===== config.mk =====
export PLATFORM = sky130hd
export DESIGN_NAME = freq_table_builder
export DESIGN_NICKNAME = d
export VERILOG_FILES = /design/src/rtl/huff_pkg.sv /design/src/rtl/min_select.sv /design/src/rtl/freq_table_builder.sv
export SDC_FILE = /design/constraint.sdc
export NUM_CORES = 2
export LEC_CHECK = 0
export CAP_MARGIN = 40
export CORE_MARGIN = 3
export CORE_UTILIZATION = 35
export CTS_CLUSTER_DIAMETER = 30
export CTS_CLUSTER_SIZE = 28
export DETAILED_ROUTE_END_ITERATION = 10
export PLACE_DENSITY = 0.49
export SLEW_MARGIN = 10
export SYNTH_ARGS = -nofsm -noshare
export SYNTH_HDL_FRONTEND = slang
export SYNTH_SLANG_ARGS = --single-unit
export TNS_END_PERCENT = 1

===== constraint.sdc =====
create_clock -name clk -period 18.24 [get_ports clk]
set_input_delay 3.648 -clock clk [delete_from_list [all_inputs] [get_ports clk]]
set_output_delay 3.648 -clock clk [all_outputs]
set_load 0.01 [all_outputs]

===== src/rtl/huff_pkg.sv =====
// ---------------------------------------------------------------------------
// huff_pkg
// Shared types for the Huffman symbol-frequency stage.
//   state_t     : controller states (IDLE / COUNT / EMIT)
//   tbl_entry_t : one table entry {valid, emitted, sym, count}
// The sym and count fields are sized to the widest supported parameters.
// Instances with narrower symbols or counters use only the low bits.
// The unused upper bits stay zero.
// ---------------------------------------------------------------------------
package huff_pkg;

    // Widest symbol and counter any instance may be built with
    localparam int MAX_SYM_W = 32;
    localparam int MAX_CNT_W = 32;

    typedef enum logic [1:0] {
        IDLE  = 2'd0,
        COUNT = 2'd1,
        EMIT  = 2'd2
    } state_t;

    typedef struct packed {
        logic                 valid;
        logic                 emitted;
        logic [MAX_SYM_W-1:0] sym;
        logic [MAX_CNT_W-1:0] count;
    } tbl_entry_t;

    // All-ones value of a cnt_w-bit counter, i.e. where counting saturates
    function automatic logic [MAX_CNT_W-1:0] sat_value(input int cnt_w);
        logic [MAX_CNT_W-1:0] ones;
        ones = '1;
        return ones >> (MAX_CNT_W - cnt_w);
    endfunction

endpackage


===== src/rtl/min_select.sv =====
// ---------------------------------------------------------------------------
// min_select
// Combinational argmin over DEPTH entries. It is a balanced binary tree
// with $clog2(DEPTH) compare levels and no pipeline stage.
//   elig     in  : per-entry eligibility
//   counts   in  : per-entry counts
//   win_idx  out : index of the eligible entry with the smallest count
//   any_elig out : at least one entry is eligible
//   one_elig out : exactly one entry is eligible
// Ties resolve to the lowest index. The left subtree always covers the
// lower indices, and it wins on equality.
// ---------------------------------------------------------------------------
module min_select #(
    parameter int DEPTH = 16,
    parameter int CNT_W = 16
) (
    input  logic [DEPTH-1:0]            elig,
    input  logic [DEPTH-1:0][CNT_W-1:0] counts,
    output logic [$clog2(DEPTH)-1:0]    win_idx,
    output logic                        any_elig,
    output logic                        one_elig
);

    localparam int IDX_W  = $clog2(DEPTH);
    localparam int LEAVES = 1 << IDX_W;
    localparam int NODES  = 2 * LEAVES - 1;

    // Inputs padded to a power of two. Padding leaves are never eligible.
    logic [LEAVES-1:0]            elig_pad;
    logic [LEAVES-1:0][CNT_W-1:0] cnt_pad;

    assign elig_pad = LEAVES'(elig);
    assign cnt_pad  = (LEAVES * CNT_W)'(counts);

    // Heap layout: node k has children 2k+1 and 2k+2.
    // Leaves occupy LEAVES-1 .. NODES-1.
    logic             node_v [NODES];
    logic [CNT_W-1:0] node_c [NODES];
    logic [IDX_W-1:0] node_i [NODES];

    always_comb begin
        for (int k = 0; k < NODES; k++) begin
            node_v[k] = 1'b0;
            node_c[k] = '0;
            node_i[k] = '0;
        end
        for (int i = 0; i < LEAVES; i++) begin
            node_v[LEAVES-1+i] = elig_pad[i];
            node_c[LEAVES-1+i] = cnt_pad[i];
            node_i[LEAVES-1+i] = IDX_W'(i);
        end
        for (int k = LEAVES - 2; k >= 0; k--) begin
            if (node_v[2*k+1] && (!node_v[2*k+2] || node_c[2*k+1] <= node_c[2*k+2])) begin
                node_c[k] = node_c[2*k+1];
                node_i[k] = node_i[2*k+1];
            end else begin
                node_c[k] = node_c[2*k+2];
                node_i[k] = node_i[2*k+2];
            end
            node_v[k] = node_v[2*k+1] | node_v[2*k+2];
        end
    end

    assign win_idx  = node_i[0];
    assign any_elig = node_v[0];
    // Clearing the lowest set bit leaves zero only for a single-bit vector
    assign one_elig = node_v[0] && ((elig & (elig - DEPTH'(1))) == '0);

endmodule


===== src/rtl/freq_table_builder.sv =====
// ---------------------------------------------------------------------------
// freq_table_builder
// Counts occurrences of distinct symbols in a CAM-style table of DEPTH
// entries. It then emits the entries in ascending count order; ties go to
// the entry seen first.
//   clk, reset            : clock, asynchronous active-high reset
//   ctrl_start, ctrl_done : enter COUNT (clearing the table) / enter EMIT
//   in_valid/in_ready/in_sym                 : symbol input stream
//   out_valid/out_ready/out_sym/out_count/out_last : entry output stream
//   n_entries : distinct symbols stored
//   overflow  : sticky; a new symbol was dropped on a full table
//   busy      : controller is not IDLE
// ---------------------------------------------------------------------------
module freq_table_builder
    import huff_pkg::*;
#(
    parameter int SYM_W = 8,
    parameter int DEPTH = 16,
    parameter int CNT_W = 16
) (
    input  logic                     clk,
    input  logic                     reset,
    input  logic                     ctrl_start,
    input  logic                     ctrl_done,
    input  logic                     in_valid,
    output logic                     in_ready,
    input  logic [SYM_W-1:0]         in_sym,
    output logic                     out_valid,
    input  logic                     out_ready,
    output logic [SYM_W-1:0]         out_sym,
    output logic [CNT_W-1:0]         out_count,
    output logic                     out_last,
    output logic [$clog2(DEPTH+1)-1:0] n_entries,
    output logic                     overflow,
    output logic                     busy
);

    localparam int NW    = $clog2(DEPTH + 1);
    localparam int IDX_W = $clog2(DEPTH);
    localparam logic [CNT_W-1:0] CNT_MAX = CNT_W'(sat_value(CNT_W));

    state_t        state_q, state_d;
    tbl_entry_t    tbl_q [DEPTH];
    tbl_entry_t    tbl_d [DEPTH];
    logic [NW-1:0] n_entries_q, n_entries_d;
    logic          overflow_q, overflow_d;
    logic          in_ready_q, in_ready_d;

    logic                        hit_any;
    logic [IDX_W-1:0]            hit_idx;
    logic [DEPTH-1:0]            elig;
    logic [DEPTH-1:0][CNT_W-1:0] cnt_vec;
    logic [IDX_W-1:0]            win_idx;
    logic                        any_elig;
    logic                        one_elig;
    tbl_entry_t                  sel_entry;

    // CAM lookup: the incoming symbol is compared with every valid entry at
    // once. Symbols are unique in the table, so at most one entry hits.
    always_comb begin
        hit_any = 1'b0;
        hit_idx = '0;
        for (int i = 0; i < DEPTH; i++) begin
            if (tbl_q[i].valid && tbl_q[i].sym[SYM_W-1:0] == in_sym) begin
                hit_any = 1'b1;
                hit_idx = IDX_W'(i);
            end
        end
    end

    always_comb begin
        for (int i = 0; i < DEPTH; i++) begin
            elig[i]    = tbl_q[i].valid && !tbl_q[i].emitted;
            cnt_vec[i] = tbl_q[i].count[CNT_W-1:0];
        end
    end

    min_select #(
        .DEPTH (DEPTH),
        .CNT_W (CNT_W)
    ) u_min_select (
        .elig     (elig),
        .counts   (cnt_vec),
        .win_idx  (win_idx),
        .any_elig (any_elig),
        .one_elig (one_elig)
    );

    always_comb begin
        sel_entry = '0;
        for (int i = 0; i < DEPTH; i++) begin
            if (IDX_W'(i) == win_idx) begin
                sel_entry = tbl_q[i];
            end
        end
    end

    // Outputs are gated by out_valid. Reset therefore drives them to zero
    // immediately, through the asynchronously cleared state.
    assign out_valid = (state_q == EMIT) && any_elig;
    assign out_sym   = out_valid ? sel_entry.sym[SYM_W-1:0]   : '0;
    assign out_count = out_valid ? sel_entry.count[CNT_W-1:0] : '0;
    assign out_last  = out_valid && one_elig;
    assign in_ready  = in_ready_q;
    assign n_entries = n_entries_q;
    assign overflow  = overflow_q;
    assign busy      = (state_q != IDLE);

    // Next-state logic. In COUNT, ctrl_start takes precedence over
    // ctrl_done. A restart discards any symbol accepted in that cycle.
    always_comb begin
        state_d     = state_q;
        n_entries_d = n_entries_q;
        overflow_d  = overflow_q;
        for (int i = 0; i < DEPTH; i++) begin
            tbl_d[i] = tbl_q[i];
        end

        case (state_q)
            IDLE: begin
                if (ctrl_start) begin
                    for (int i = 0; i < DEPTH; i++) begin
                        tbl_d[i] = '0;
                    end
                    n_entries_d = '0;
                    overflow_d  = 1'b0;
                    state_d     = COUNT;
                end
            end

            COUNT: begin
                if (ctrl_start) begin
                    for (int i = 0; i < DEPTH; i++) begin
                        tbl_d[i] = '0;
                    end
                    n_entries_d = '0;
                    overflow_d  = 1'b0;
                end else begin
                    if (in_valid) begin
                        if (hit_any) begin
                            for (int i = 0; i < DEPTH; i++) begin
                                if (IDX_W'(i) == hit_idx && tbl_q[i].count[CNT_W-1:0] != CNT_MAX) begin
                                    tbl_d[i].count[CNT_W-1:0] = tbl_q[i].count[CNT_W-1:0] + CNT_W'(1);
                                end
                            end
                        end else if (n_entries_q < NW'(DEPTH)) begin
                            // Entries fill densely, so the next free slot is index n_entries
                            for (int i = 0; i < DEPTH; i++) begin
                                if (NW'(i) == n_entries_q) begin
                                    tbl_d[i]                  = '0;
                                    tbl_d[i].valid            = 1'b1;
                                    tbl_d[i].sym[SYM_W-1:0]   = in_sym;
                                    tbl_d[i].count[CNT_W-1:0] = CNT_W'(1);
                                end
                            end
                            n_entries_d = n_entries_q + NW'(1);
                        end else begin
                            overflow_d = 1'b1;
                        end
                    end
                    if (ctrl_done) begin
                        state_d = (n_entries_d == '0) ? IDLE : EMIT;
                    end
                end
            end

            EMIT: begin
                if (out_valid && out_ready) begin
                    for (int i = 0; i < DEPTH; i++) begin
                        if (IDX_W'(i) == win_idx) begin
                            tbl_d[i].emitted = 1'b1;
                        end
                    end
                    if (one_elig) begin
                        state_d = IDLE;
                    end
                end
            end

            default: begin
                state_d = IDLE;
            end
        endcase

        in_ready_d = (state_d == COUNT);
    end

    always_ff @(posedge clk or posedge reset) begin
        if (reset) begin
            state_q     <= IDLE;
            n_entries_q <= '0;
            overflow_q  <= 1'b0;
            in_ready_q  <= 1'b0;
            for (int i = 0; i < DEPTH; i++) begin
                tbl_q[i] <= '0;
            end
        end else begin
            state_q     <= state_d;
            n_entries_q <= n_entries_d;
            overflow_q  <= overflow_d;
            in_ready_q  <= in_ready_d;
            for (int i = 0; i < DEPTH; i++) begin
                tbl_q[i] <= tbl_d[i];
            end
        end
    end

endmodule

==> results.cfg <==
; physical design summary
[final_layout]
lay_top_cells = 536 x nand2_1, 425 x dfrtp_1, 402 x o21ai_0
nonClkBufAreaFrac_pct = 4.295
mostFrequentLayoutCell = nand2_1
seqAreaFraction_pct = 24.95
diodes = 1

[yosys]
yosys-top-cells-count = 537 x nand2_1, 425 x dfrtp_1, 404 x o21ai_0
ys.flops = 425
synth_top_area_share_pct = 30.23
synth_cell_types = 109
ys_sh_xor_pct = 4.208
synthAoiAreaFrac_pct = 24.19
synthTopCellsByArea = dfrtp_1 30%, ha_1 9.2%, o21ai_0 5.7%, nand2_1 5.7%, a21oi_1 5.6%
yosysCellCount = 4378
yosysTopAreaCell = dfrtp_1

[worst_hold_path]
min_path_cells = 2

[critical_path]
cpMaxStageDelayCell = o31ai_1
reg2reg_to = tbl_q[262]
critPathMaxStageDelay_ns = 0.78
arrival_ns = 14.03
cp_num_cells = 38
cp_top_family = AND-OR/OR-AND gates

[floorplan]
nWellTaps = 1287
die_w_um = 323.0

[run_status]
status = finished, final reports clean

[placement]
gp_congestion = 1.024
dp_hpwl_mm = 130.0

[cts]
cts_buffers = 139
cts_tree = done
clk-insertion-delay-late_ns = 0.75
postCtsSetupBuffers = 0

[routing]
drc_errors = 0
wl_met1_mm = 73.42

[final_timing]
hold_slack_ns = 0.4836
relSlewSlack_pct = 31.83
hold_violations = 0
setup_viol = 0
setup_tns_ns = 0
==> images/layer_met1.png <==
Supply wires on this layer in gray.
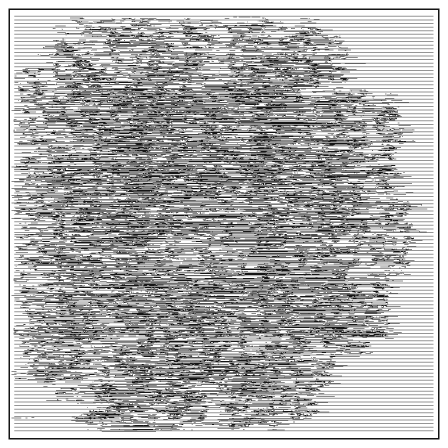
main direction: horizontal
wire length on this layer: 73.4 mm
via count: 36,860
Detailed Route WL: 171.1 mm

==> images/layer_met2.png <==
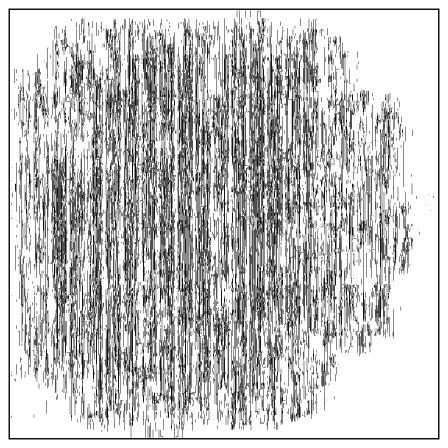
nets with wire on the layer: 3,793
longest straight run: 102 µm

